File: src/rtl/multdiv_pkg.sv
`default_nettype none
// ============================================================================
//  Module      : multdiv_pkg
//  Description : Shared types and default constants for the iterative
//                multiply/divide sequencer.
//  Revision    : 1.0 - initial release
// ============================================================================
package multdiv_pkg;

    // Iterations per operation for 32-bit operands
    localparam int c_MULT_STEPS = 16;   // radix-4 Booth
    localparam int c_DIV_STEPS  = 32;   // restoring division
    localparam int c_CNT_W      = 6;

    // Sequencer states
    typedef enum logic [1:0] {
        IDLE = 2'd0,
        LOAD = 2'd1,
        RUN  = 2'd2,
        DONE = 2'd3
    } state_t;

endpackage
`default_nettype wire

File: src/rtl/multdiv_sequencer_if.sv
`default_nettype none
// ============================================================================
//  Module      : multdiv_sequencer_if
//  Description : Issue-side starts, datapath strobes and result handshake of
//                the multiply/divide sequencer.
//  Revision    : 1.0 - initial release
// ============================================================================
interface multdiv_sequencer_if
    import multdiv_pkg::*;
#(
    parameter int CNT_W = c_CNT_W
);
    logic             ctrl_MULT;
    logic             ctrl_DIV;
    logic             divisor_zero;
    logic             mult_ovf;
    logic             dp_load;
    logic             dp_step;
    logic             dp_op_div;
    logic [CNT_W-1:0] dp_step_idx;
    logic             busy;
    logic             data_resultRDY;
    logic             data_exception;

    // Issue logic / datapath status side
    modport master (
        output ctrl_MULT, ctrl_DIV, divisor_zero, mult_ovf,
        input  dp_load, dp_step, dp_op_div, dp_step_idx, busy,
               data_resultRDY, data_exception
    );

    // Sequencer side
    modport slave (
        input  ctrl_MULT, ctrl_DIV, divisor_zero, mult_ovf,
        output dp_load, dp_step, dp_op_div, dp_step_idx, busy,
               data_resultRDY, data_exception
    );
endinterface
`default_nettype wire

File: src/rtl/iter_counter.sv
`default_nettype none
// ============================================================================
//  Module      : iter_counter
//  Description : CNT_W-bit up-counter built from T flip-flops, with
//                synchronous clear (priority) and count enable.
//  Revision    : 1.0 - initial release
// ============================================================================
module iter_counter #(
    parameter int CNT_W = 6
)(
    input  wire             clk,
    input  wire             i_clr,
    input  wire             i_en,
    output wire [CNT_W-1:0] o_cnt
);
    logic [CNT_W-1:0] w_q;
    logic [CNT_W-1:0] w_toggle;

    // Bit k toggles when enabled and all lower bits are 1 (ripple-free carry
    // computed from the flop outputs, so there is no combinational chain).
    for (genvar k = 0; k < CNT_W; k++) begin : g_bit
        if (k == 0) begin : g_lsb
            assign w_toggle[k] = i_en;
        end else begin : g_upper
            assign w_toggle[k] = i_en & (&w_q[k-1:0]);
        end

        tff_cell u_tff (
            .clk (clk),
            .rst (i_clr),
            .i_t (w_toggle[k]),
            .o_q (w_q[k])
        );
    end

    assign o_cnt = w_q;
endmodule
`default_nettype wire

File: src/rtl/tff_cell.sv
`default_nettype none
// ============================================================================
//  Module      : tff_cell
//  Description : T flip-flop with synchronous clear (clear has priority).
//  Revision    : 1.0 - initial release
// ============================================================================
module tff_cell (
    input  wire clk,
    input  wire rst,
    input  wire i_t,
    output wire o_q
);
    logic r_q;

    // Toggle on T, synchronous clear wins
    always_ff @(posedge clk) begin
        if (rst) begin
            r_q <= 1'b0;
        end else if (i_t) begin
            r_q <= ~r_q;
        end
    end

    assign o_q = r_q;
endmodule
`default_nettype wire

File: src/rtl/multdiv_sequencer.sv
`default_nettype none
// ============================================================================
//  Module      : multdiv_sequencer
//  Description : Control FSM for the iterative multiply/divide unit. Accepts
//                MULT/DIV start pulses, drives datapath load/step strobes for
//                a fixed iteration count and emits a one-cycle result-ready
//                pulse with an exception flag.
//  Revision    : 1.0 - initial release
// ============================================================================
module multdiv_sequencer
    import multdiv_pkg::*;
#(
    parameter int MULT_STEPS = c_MULT_STEPS,
    parameter int DIV_STEPS  = c_DIV_STEPS,
    parameter int CNT_W      = c_CNT_W
)(
    input wire                 clock,
    input wire                 reset,
    multdiv_sequencer_if.slave bus
);
    // Step counts must fit the iteration counter
    if ((MULT_STEPS < 1) || (MULT_STEPS > (1 << CNT_W)) ||
        (DIV_STEPS  < 1) || (DIV_STEPS  > (1 << CNT_W))) begin : g_bad_steps
        $error("multdiv_sequencer: MULT_STEPS/DIV_STEPS must be in 1..2**CNT_W");
    end

    localparam logic [CNT_W-1:0] c_MULT_LAST = CNT_W'(MULT_STEPS - 1);
    localparam logic [CNT_W-1:0] c_DIV_LAST  = CNT_W'(DIV_STEPS - 1);

    state_t           r_state;
    state_t           w_next;
    logic             r_op_div;
    logic             r_divzero;
    logic [CNT_W-1:0] w_cnt;
    logic             w_start;
    logic             w_last;
    logic             w_clr;
    logic             w_en;

    logic             w_load;
    logic             w_step;
    logic             w_op_div;
    logic [CNT_W-1:0] w_idx;
    logic             w_busy;
    logic             w_rdy;
    logic             w_exc;

    assign w_start = bus.ctrl_MULT | bus.ctrl_DIV;
    assign w_last  = (w_cnt == (r_op_div ? c_DIV_LAST : c_MULT_LAST));

    // Counter is zeroed by reset, any (re)start, LOAD and the final RUN step
    assign w_clr = reset | w_start | (r_state == LOAD) |
                   ((r_state == RUN) && w_last);
    assign w_en  = (r_state == RUN);

    iter_counter #(
        .CNT_W (CNT_W)
    ) u_iter_counter (
        .clk   (clock),
        .i_clr (w_clr),
        .i_en  (w_en),
        .o_cnt (w_cnt)
    );

    // State register plus op/divzero capture on every start edge
    always_ff @(posedge clock) begin
        if (reset) begin
            r_state   <= IDLE;
            r_op_div  <= 1'b0;
            r_divzero <= 1'b0;
        end else begin
            r_state <= w_next;
            if (w_start) begin
                r_op_div  <= ~bus.ctrl_MULT;     // MULT wins a tie
                r_divzero <= bus.divisor_zero;
            end
        end
    end

    // Next-state: sequence LOAD->RUN->DONE; a start always restarts at LOAD
    always_comb begin
        w_next = r_state;
        case (r_state)
            IDLE: w_next = IDLE;
            LOAD: w_next = (r_op_div && r_divzero) ? DONE : RUN;
            RUN:  w_next = w_last ? DONE : RUN;
            DONE: w_next = IDLE;
            default: w_next = IDLE;
        endcase
        if (w_start) begin
            w_next = LOAD;
        end
    end

    // Moore outputs decoded from state and counter
    always_comb begin
        w_load   = 1'b0;
        w_step   = 1'b0;
        w_op_div = 1'b0;
        w_idx    = '0;
        w_busy   = 1'b0;
        w_rdy    = 1'b0;
        w_exc    = 1'b0;
        case (r_state)
            LOAD: begin
                w_load   = 1'b1;
                w_op_div = r_op_div;
                w_busy   = 1'b1;
            end
            RUN: begin
                w_step   = 1'b1;
                w_op_div = r_op_div;
                w_idx    = w_cnt;
                w_busy   = 1'b1;
            end
            DONE: begin
                w_busy = 1'b1;
                w_rdy  = 1'b1;
                w_exc  = r_op_div ? r_divzero : bus.mult_ovf;
            end
            default: begin
                w_busy = 1'b0;
            end
        endcase
    end

    assign bus.dp_load        = w_load;
    assign bus.dp_step        = w_step;
    assign bus.dp_op_div      = w_op_div;
    assign bus.dp_step_idx    = w_idx;
    assign bus.busy           = w_busy;
    assign bus.data_resultRDY = w_rdy;
    assign bus.data_exception = w_exc;
endmodule
`default_nettype wire

File: src/flat_wrapper.sv
// flat-port wrapper written by rule: the top's interface ports become plain ports
module multdiv_sequencer_flat import multdiv_pkg::*;
#(
    parameter int MULT_STEPS = c_MULT_STEPS,
    parameter int DIV_STEPS  = c_DIV_STEPS,
    parameter int CNT_W      = c_CNT_W
)
  (clock, reset, bus_ctrl_MULT, bus_ctrl_DIV, bus_divisor_zero, bus_mult_ovf, bus_dp_load, bus_dp_step, bus_dp_op_div, bus_dp_step_idx, bus_busy, bus_data_resultRDY, bus_data_exception);
  multdiv_sequencer_if #(.CNT_W(CNT_W)) bus_i ();
  input wire clock;
  input wire reset;
  input wire logic [$bits(bus_i.ctrl_MULT)-1:0] bus_ctrl_MULT;
  input wire logic [$bits(bus_i.ctrl_DIV)-1:0] bus_ctrl_DIV;
  input wire logic [$bits(bus_i.divisor_zero)-1:0] bus_divisor_zero;
  input wire logic [$bits(bus_i.mult_ovf)-1:0] bus_mult_ovf;
  output wire logic [$bits(bus_i.dp_load)-1:0] bus_dp_load;
  output wire logic [$bits(bus_i.dp_step)-1:0] bus_dp_step;
  output wire logic [$bits(bus_i.dp_op_div)-1:0] bus_dp_op_div;
  output wire logic [$bits(bus_i.dp_step_idx)-1:0] bus_dp_step_idx;
  output wire logic [$bits(bus_i.busy)-1:0] bus_busy;
  output wire logic [$bits(bus_i.data_resultRDY)-1:0] bus_data_resultRDY;
  output wire logic [$bits(bus_i.data_exception)-1:0] bus_data_exception;
  assign bus_i.ctrl_MULT = bus_ctrl_MULT;
  assign bus_i.ctrl_DIV = bus_ctrl_DIV;
  assign bus_i.divisor_zero = bus_divisor_zero;
  assign bus_i.mult_ovf = bus_mult_ovf;
  assign bus_dp_load = bus_i.dp_load;
  assign bus_dp_step = bus_i.dp_step;
  assign bus_dp_op_div = bus_i.dp_op_div;
  assign bus_dp_step_idx = bus_i.dp_step_idx;
  assign bus_busy = bus_i.busy;
  assign bus_data_resultRDY = bus_i.data_resultRDY;
  assign bus_data_exception = bus_i.data_exception;
  multdiv_sequencer #(.MULT_STEPS(MULT_STEPS), .DIV_STEPS(DIV_STEPS), .CNT_W(CNT_W)) u_core (.clock(clock), .reset(reset), .bus(bus_i));
endmodule
File: config.mk
export PLATFORM = sky130hd
export DESIGN_NAME = multdiv_sequencer_flat
export DESIGN_NICKNAME = d
export VERILOG_FILES = /design/src/rtl/multdiv_pkg.sv /design/src/rtl/multdiv_sequencer_if.sv /design/src/rtl/iter_counter.sv /design/src/rtl/tff_cell.sv /design/src/rtl/multdiv_sequencer.sv /design/src/flat_wrapper.sv
export SDC_FILE = /design/constraint.sdc
export NUM_CORES = 1
export LEC_CHECK = 0
export ABC_AREA = 1
export CAP_MARGIN = 20
export CORE_UTILIZATION = 45
export DETAILED_ROUTE_END_ITERATION = 6
export PLACE_DENSITY = 0.76
export SLEW_MARGIN = 10
export SYNTH_ARGS = -nofsm -noshare
export SYNTH_HDL_FRONTEND = slang
export SYNTH_SLANG_ARGS = --single-unit
File: constraint.sdc
create_clock -name clock -period 1.6 [get_ports clock]
set_input_delay 0.16 -clock clock [delete_from_list [all_inputs] [get_ports clock]]
set_output_delay 0.16 -clock clock [all_outputs]
set_load 0.02 [all_outputs]
Fig. 1: run 1, the metal 1 layer
Bar = 10 um.
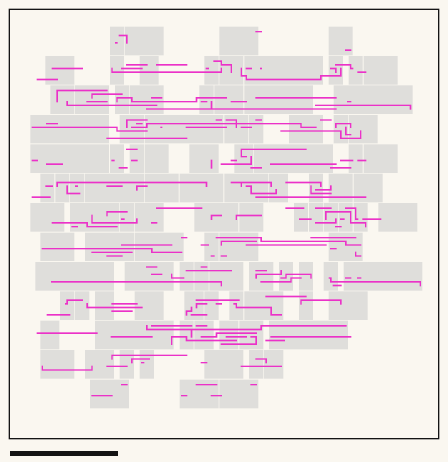
- longest straight run: 17.5 um
- wire length on this layer: 507 um

Fig. 2: run 1, M2 wires
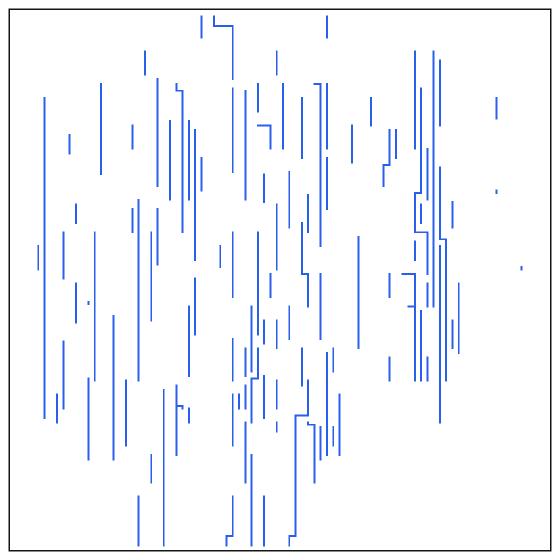
- main direction: vertical
- nets with wire on the layer: 89
- longest straight run: 23.5 um
- wire length on this layer: 508 um

Fig. 3: run 1, metal 3
Bar = 10 um.
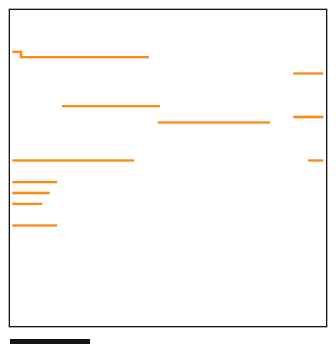
- main direction: horizontal
- wire length on this layer: 85.1 um
- nets with wire on the layer: 10

==> impl_metrics.yaml, run 1 <==
# flow metrics
critical_path:
  cp.required_ns: 1.44
  reg2reg_setup_slack_ns: 0.21
  critical_path_peak_fanout: 3
  start_kind: "register"
  criticalPathCategory: "register to primary output"
placed_design:
  port-buffer-count: 17
  finalWeightedCongestion: 0.7571
  dp_wirelength_um: 888.4
  pre_cts_slack_ns: -0.03166
logic_synthesis:
  ys_cells: 82
  synth_cells: 82
  synth.yosys.seq_area_share_pct: 31.50
  mux_share_pct: 0
  list_of_most_frequent_post_synthesis_cells: "16 x inv_1, 15 x nand2_1, 10 x dfxtp_1, 6 x nor2_2"
  synth_flop_count: 10
  synth-simple-area-share_pct: 33.46
  post-synth-top-area-cell: "dfxtp_1"
  yosys.area_share.adder_pct: 9.843
  ff_type: "dfxtp_1"
  synth_net_count: 93
  postSynth.asyncResetShare_pct: 0
  ys.warnings.count: 0
  synthesis.area_per_instance_um2: 7.751
  ys_sh_aoi_pct: 8.071
  ys_top_cells_by_area: "dfxtp_1 31%, ha_1 9.8%, inv_1 9.4%, nand2_1 8.9%, nor2_2 5.9%"
  netlist.top_cell.by_instances: "inv_1"
clocking:
  longest_clk_path_bufs: 2
  clk_root_buffer_cell: "clkbuf_4"
  cts_htree_levels: 1
  clock.latency.late_pin_ns: 0.27
  numCtsBuffers: 3
  clk_pin_slew_worst_paths_ns: 0.07
  clock_sinks: 10
  postCtsSetupRepairBufs: 0
cells_and_area:
  postLayoutCoreUtil_pct: 64.42
  nNetsFinal: 117
  insertedDiodeCount: 0
  post_layout_nonfiller_instances: 119
routing:
  dr.first_iter.drc_count: 7
  detailedRoute.firstPassIterationCount: 3
  detailed_route_vias_per_instance: 4.471
  drcViolationCount: 0
  via_count: 532
  wl_per_cell_um: 9.244
sta:
  upper_clock_frequency_limit_ghz: 0.6581
  final_critical_path_setup_slack_ns: 0.08041
  final_min_period_over_clock_period_pct: 94.97
  timing_worst_slew_pin_value_ns: 0.2177
  max_slew_margin_pct: 85.55
  finalClockSkew_ns: 0.006624
  holdWs_ns: 0.4906
  finalSetupViolCount: 0
grt:
  antenna_violations_before_repair: 0
  grt_max_degree: 9
  grt_pass1_vias: 460
  grt_pass1_wl_um: 1759
  grt_util_all_layers_pct: 17.57
  grt.overflow.total: 0
pwr:
  power_density_nw_per_um2: 594.6
  worst_ir_drop_vdd_uv: 462.6
floorplanning:
  die-width_um: 39.58
  die-area_um2: 1567
  die_y_size_um: 39.58
  core_area_um2: 1301
  placement_row_count: 13
  io_pins: 18
job:
  stage_log_warnings: 30
  max-cap-violations: 0
outcome:
  status: "complete, no violations"
## run 1: registers in the layout (all words and copies together) (netlist names)
| signal | flops |
|---|---|
| u_core.r_divzero | 1 |
| u_core.r_state | 2 |
| u_core.u_iter_counter.g_bit.u_tff.o_q | 6 |
| u_core.r_op_div | 1 |
## run 1: layout by cell type (no fill, tap or decap), drive strengths merged, types with 3 or more instances in the layout
master,netlist,layout
buf,2,4
clkdlybuf4s50,0,5
nand3,3,3
clkbuf,0,6
nor2,13,13
clkdlybuf4s15,0,3
dfxtp,10,10
dlygate4sd2,0,6
ha,5,5
o21ai,4,4
nand2,19,19
inv,17,17
## run 1: layer usage
layer  GRT usage [%]  up-vias  share of wire [%]
met2           27.87       13                 46
li1                -      291                  -
met1           18.84      228                 46
met3           11.36        0                7.7
met4           5.172        0                  0
met5               0        -                  0
## run 1: layout make-up
class                   instances  area, um^2  area share (%)
clock buffers                   3       22.52           2.687
inverters                      17       63.81           7.612
multi-input cells              53       355.3           42.39
flip-flops and latches         10       200.2           23.88
well taps                      15       18.77           2.239
repair buffers                 21       177.7           21.19
## run 1: power by group
group          total, uW  internal [uW]  switching (uW)
Sequential           259            254            4.35
Clock                171           86.8            84.5
Combinational       68.4           32.0            36.4
## run 1: timing repair
item | in CTS | in global routing
gates cloned | 0 | 0
pin swaps | 0 | 0
setup endpoints to repair | 12 | 6
hold buffers | 0 | 0
resized | 13 | 10
## run 1: path summary, 6_finish.rpt
path                                                 start  cells after the start                                  endpoint
setup / recovery                         u_core.r_state[1]                      4                               bus_dp_load
hold / removal    u_core.u_iter_counter.g_bit[5].u_tff.o_q                      2  u_core.u_iter_counter.g_bit[5].u_tff.o_q
setup reg to reg                         u_core.r_state[0]                      8  u_core.u_iter_counter.g_bit[1].u_tff.o_q
hold reg to reg   u_core.u_iter_counter.g_bit[5].u_tff.o_q                      2  u_core.u_iter_counter.g_bit[5].u_tff.o_q
## run 1: critical path, cell delays in order (launching register included)
cell and delay (ns):
dfxtp_1 0.35, inv_1 0.06, buf_4 0.13, ha_1 0.21, dlygate4sd2_1 0.33
## run 1: cell families (layout without fill, tap and decap cells)
family                   count (synthesis)  after routing
adder cells (fa/ha/maj)                  5              5
flip-flops                              10             10
AND/OR/NAND/NOR                         37             37
buffers and inverters                   19             41
AND-OR/OR-AND                            8              8
XOR/XNOR                                 3              3
## run 1: metrics by stage
stage	cell area [um^2]	TNS [ns]
global route	838.3	0
floorplan	635.6	0
detailed placement	835.8	-0.05294
global placement	835.8	0
finish	838.3	0
CTS	845.8	0
==> run 2: changes to the inputs <==
--- a/config.mk
+++ b/config.mk
@@ -8,9 +8,11 @@
 export ABC_AREA = 1
 export CAP_MARGIN = 20
 export CORE_UTILIZATION = 45
+export CTS_CLUSTER_DIAMETER = 80
 export DETAILED_ROUTE_END_ITERATION = 6
-export PLACE_DENSITY = 0.76
+export DONT_BUFFER_PORTS = 1
 export SLEW_MARGIN = 10
 export SYNTH_ARGS = -nofsm -noshare
 export SYNTH_HDL_FRONTEND = slang
 export SYNTH_SLANG_ARGS = --single-unit
+export TNS_END_PERCENT = 1
==> run 2 against run 1 <==
Against the previous run:
- via count decreased by 7.3%
- global-route usage fell by 1.4 points
- combinational power shrank 27%
- critical path depth is 1 higher
- critical endpoint is now bus_dp_step_idx[3]
- worst setup slack gained 0.029 ns
- final cell count decreased by 12%
- clock-buffer cell count grew 1
- flip-flop count unchanged
- hold slack got worse by 0.46 ns
- register-to-register slack better by 0.12 ns
- synthesized area is the same
- critical path type unchanged
==> impl_metrics.yaml, run 2 <==
# flow metrics
sta:
  final-max-slew-violation-count: 0
  timing_worst_slew_pin_value_ns: 0.3022
  finalSetupViolCount: 0
  finalSetupTns_ns: 0
  upper_clock_frequency_limit_ghz: 0.6709
  grt_setup_unrepaired: "no"
  timing.final.hold_violations: 0
  final_min_period_over_clock_period_pct: 93.16
  finalClockSkew_ns: 0.006519
  max_slew_margin_pct: 79.85
  finalWorstPathRequiredPeriod_ns: 1.491
placed_design:
  placed_cells: 99
  dp_wirelength_um: 853.2
  port-buffer-count: 0
  finalWeightedCongestion: 0.7224
  placement.cell_area_um2: 665.6
job:
  stage_log_warnings: 30
  max-cap-violations: 0
worst_hold_path:
  min_path_cells: 2
  whs_endpoint: "u_core.r_divzero"
  hold_path_class: "primary input to register"
  worstHoldStart: "bus_ctrl_MULT"
routing:
  detailed_route_vias_per_instance: 4.695
  drcViolationCount: 0
  ant_nets: 0
  dr.first_iter.drc_count: 2
  detailedRoute.firstPassIterationCount: 2
  wl_per_cell_um: 10.30
pwr:
  power_density_nw_per_um2: 738.1
  worst_ir_drop_vdd_uv: 716.4
  leakage_uw: 0.0003290
logic_synthesis:
  synth_cells: 82
  distinct_cells_synth: 21
  synthesis.area_per_instance_um2: 7.751
  postSynth.asyncResetShare_pct: 0
  ys_top_cells_by_area: "dfxtp_1 31%, ha_1 9.8%, inv_1 9.4%, nand2_1 8.9%, nor2_2 5.9%"
  ff_type: "dfxtp_1"
  synth_area_um2: 635.6
  synth_flop_count: 10
  netlist.top_cell.by_instances: "inv_1"
  top_cell_area_share_pct: 31.50
  ys_cells: 82
  list_of_most_frequent_post_synthesis_cells: "16 x inv_1, 15 x nand2_1, 10 x dfxtp_1, 6 x nor2_2"
  yosys.stat.chipArea_um2: 635.6
  post-synth-top-area-cell: "dfxtp_1"
  synth_net_count: 93
  synth.yosys.seq_area_share_pct: 31.50
  count_of_library_flops_with_an_enable_pin: 0
  ys.warnings.count: 0
critical_path:
  critical-path-top-cell-by-count: "inv_1"
  cells_traversed_along_the_worst_timing_path: "inv_1, ha_4, buf_4, nand2_1, inv_1"
  number_of_cell_instances_on_the_worst_register_to_register_path: 5
  critical_path_max_stage_delay_ns: 0.34
  critical_path_peak_fanout: 6
  arrival_ns: 1.33
  criticalPathCategory: "register to primary output"
  cp_num_buf_inv: 3
  cp.required_ns: 1.44
  critical_path.endpoint_type: "primary output"
  rr_startpoint: "u_core.r_state[1]"
  reg2reg_setup_slack_ns: 0.33
  timing.critical_path.max_delay_family: "buffers and inverters"
  start_kind: "register"
  slowest_stage: "dfxtp_1"
  timing.rr.end: "u_core.u_iter_counter.g_bit[3].u_tff.o_q"
floorplanning:
  initCoreUtil_pct: 48.85
  die_y_size_um: 39.58
  io_pins: 18
  die-area_um2: 1567
  placement_row_count: 13
  core_area_um2: 1301
  die-width_um: 39.58
clocking:
  clock.latency.late_pin_ns: 0.27
  longest_clk_path_bufs: 2
  clk_root_buffer_cell: "clkbuf_4"
  cts_tree: "done"
  clock_sinks: 10
  numCtsBuffers: 3
  clk_pin_slew_worst_paths_ns: 0.07
  cts_htree_levels: 1
cells_and_area:
  layout_area_overhead_pct: 15.94
  nNetsFinal: 102
  filler_cell_count: 124
  mostFrequentLayoutCell: "inv_1"
  insertedDiodeCount: 0
  largest_register_ff_count: 6
  post_layout_nonfiller_instances: 105
  postLayoutCoreUtil_pct: 56.63
  post-route-cell-area_um2: 737.0
  post_route_cells_drive_above_1_share_pct: 31.11
  layout_top_cells_excl_fill_tap: "16 x inv_1, 15 x nand2_1, 10 x dfxtp_1, 6 x nor2_2, 5 x nor2_1"
grt:
  grt_pass1_wl_um: 1587
  grt_max_degree: 7
  grt_pass1_vias: 390
  antenna_violations_before_repair: 0
  grt_util_all_layers_pct: 16.14
  grt.overflow.total: 0
outcome:
  status: "complete, no violations"
==> run 2: cell counts after synthesis <==
Identical to the previous run, type by type.
==> run 2: per-stage QoR <==
step,power [uW],hold slack [ns],setup WS (ns)
2_1_floorplan,303.1,0.2224,0.2167
3_3_place_gp,309.8,0.2263,0.2733
3_5_place_dp,309.9,0.2242,0.2309
4_1_cts,550.1,0.01900,0.04117
5_1_grt,571.6,0.009789,0.01689
6_report,544.0,0.02842,0.1095
==> run 2: cell families after synthesis <==
| logic type | share of synthesized area [%] |
|---|---|
| xor gates and xnor gates | 4.135 |
| buffers and inverters | 12.99 |
| adders and majority gates | 9.843 |
| DFF | 31.50 |
| AOI/OAI and AO/OA | 8.073 |
| and+or+nand+nor | 33.47 |
==> run 2: report_power, final <==
group          leakage (uW)  internal (uW)  switching [uW]
clock network     0.0000210            138            95.6
registers         0.0000814            254            5.83
logic              0.000227           18.3            31.6
==> run 2: how the worst max path moves through the flow <==
stage               cells past startpoint              start                                        to
finish                                  5  u_core.r_state[0]                        bus_dp_step_idx[3]
global route                            5  u_core.r_state[0]                        bus_dp_step_idx[5]
CTS                                     5  u_core.r_state[0]                        bus_dp_step_idx[3]
detailed placement                      7  u_core.r_state[0]  u_core.u_iter_counter.g_bit[1].u_tff.o_q
global placement                        7  u_core.r_state[0]  u_core.u_iter_counter.g_bit[1].u_tff.o_q
floorplan                               8  u_core.r_state[0]  u_core.u_iter_counter.g_bit[0].u_tff.o_q
==> run 2: per-layer routing <==
metal  track usage (%)  vias to the layer above  wire [um]
met1             18.77                      216        509
met4             5.172                        0          7
met2             23.36                       15        495
li1                  -                      260          -
met5                 0                        -          0
met3             10.80                        2         70
==> run 2: repair_timing <==
action                                  4_1_cts  5_1_grt
gates resized                                 1        2
pin swaps                                     0        0
hold buffers                                  2        0
endpoints found under the hold margin         2        0
setup buffers                                 0        0
endpoints found under the setup margin        3        3
==> run 2: layout make-up <==
| cell class | count | area (um^2) | area share [%] |
|---|---|---|---|
| Clock buffer | 4 | 36.28 | 4.924 |
| Timing Repair Buffer | 6 | 50.05 | 6.791 |
| Sequential cell | 10 | 200.2 | 27.16 |
| Tap cell | 15 | 18.77 | 2.547 |
| Inverter | 17 | 63.81 | 8.659 |
| Multi-Input combinational cell | 53 | 367.9 | 49.92 |
Fig. 4: run 2, metal 3
Bar = 10 um.
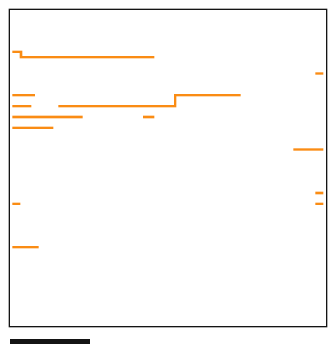
- share of all routed wire: 6.5%
- wire length on this layer: 70.3 um
routed wire length: 1082 um
routed via count: 493
met3 Use GR: 10.80%

Fig. 5: run 2, cell sizes after repair
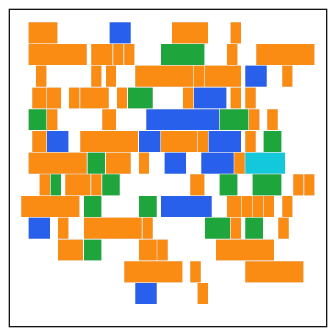
- drive 1 or less: orange (cells 62; share 69%)
- drive 2: green (cells 15; share 17%)
- drive 6 and up: cyan (cells 1; share 1.1%)
- drive 3 to 4: blue (cells 12; share 13%)

Power figures rest on the tool's default switching activity, not on a simulated workload.
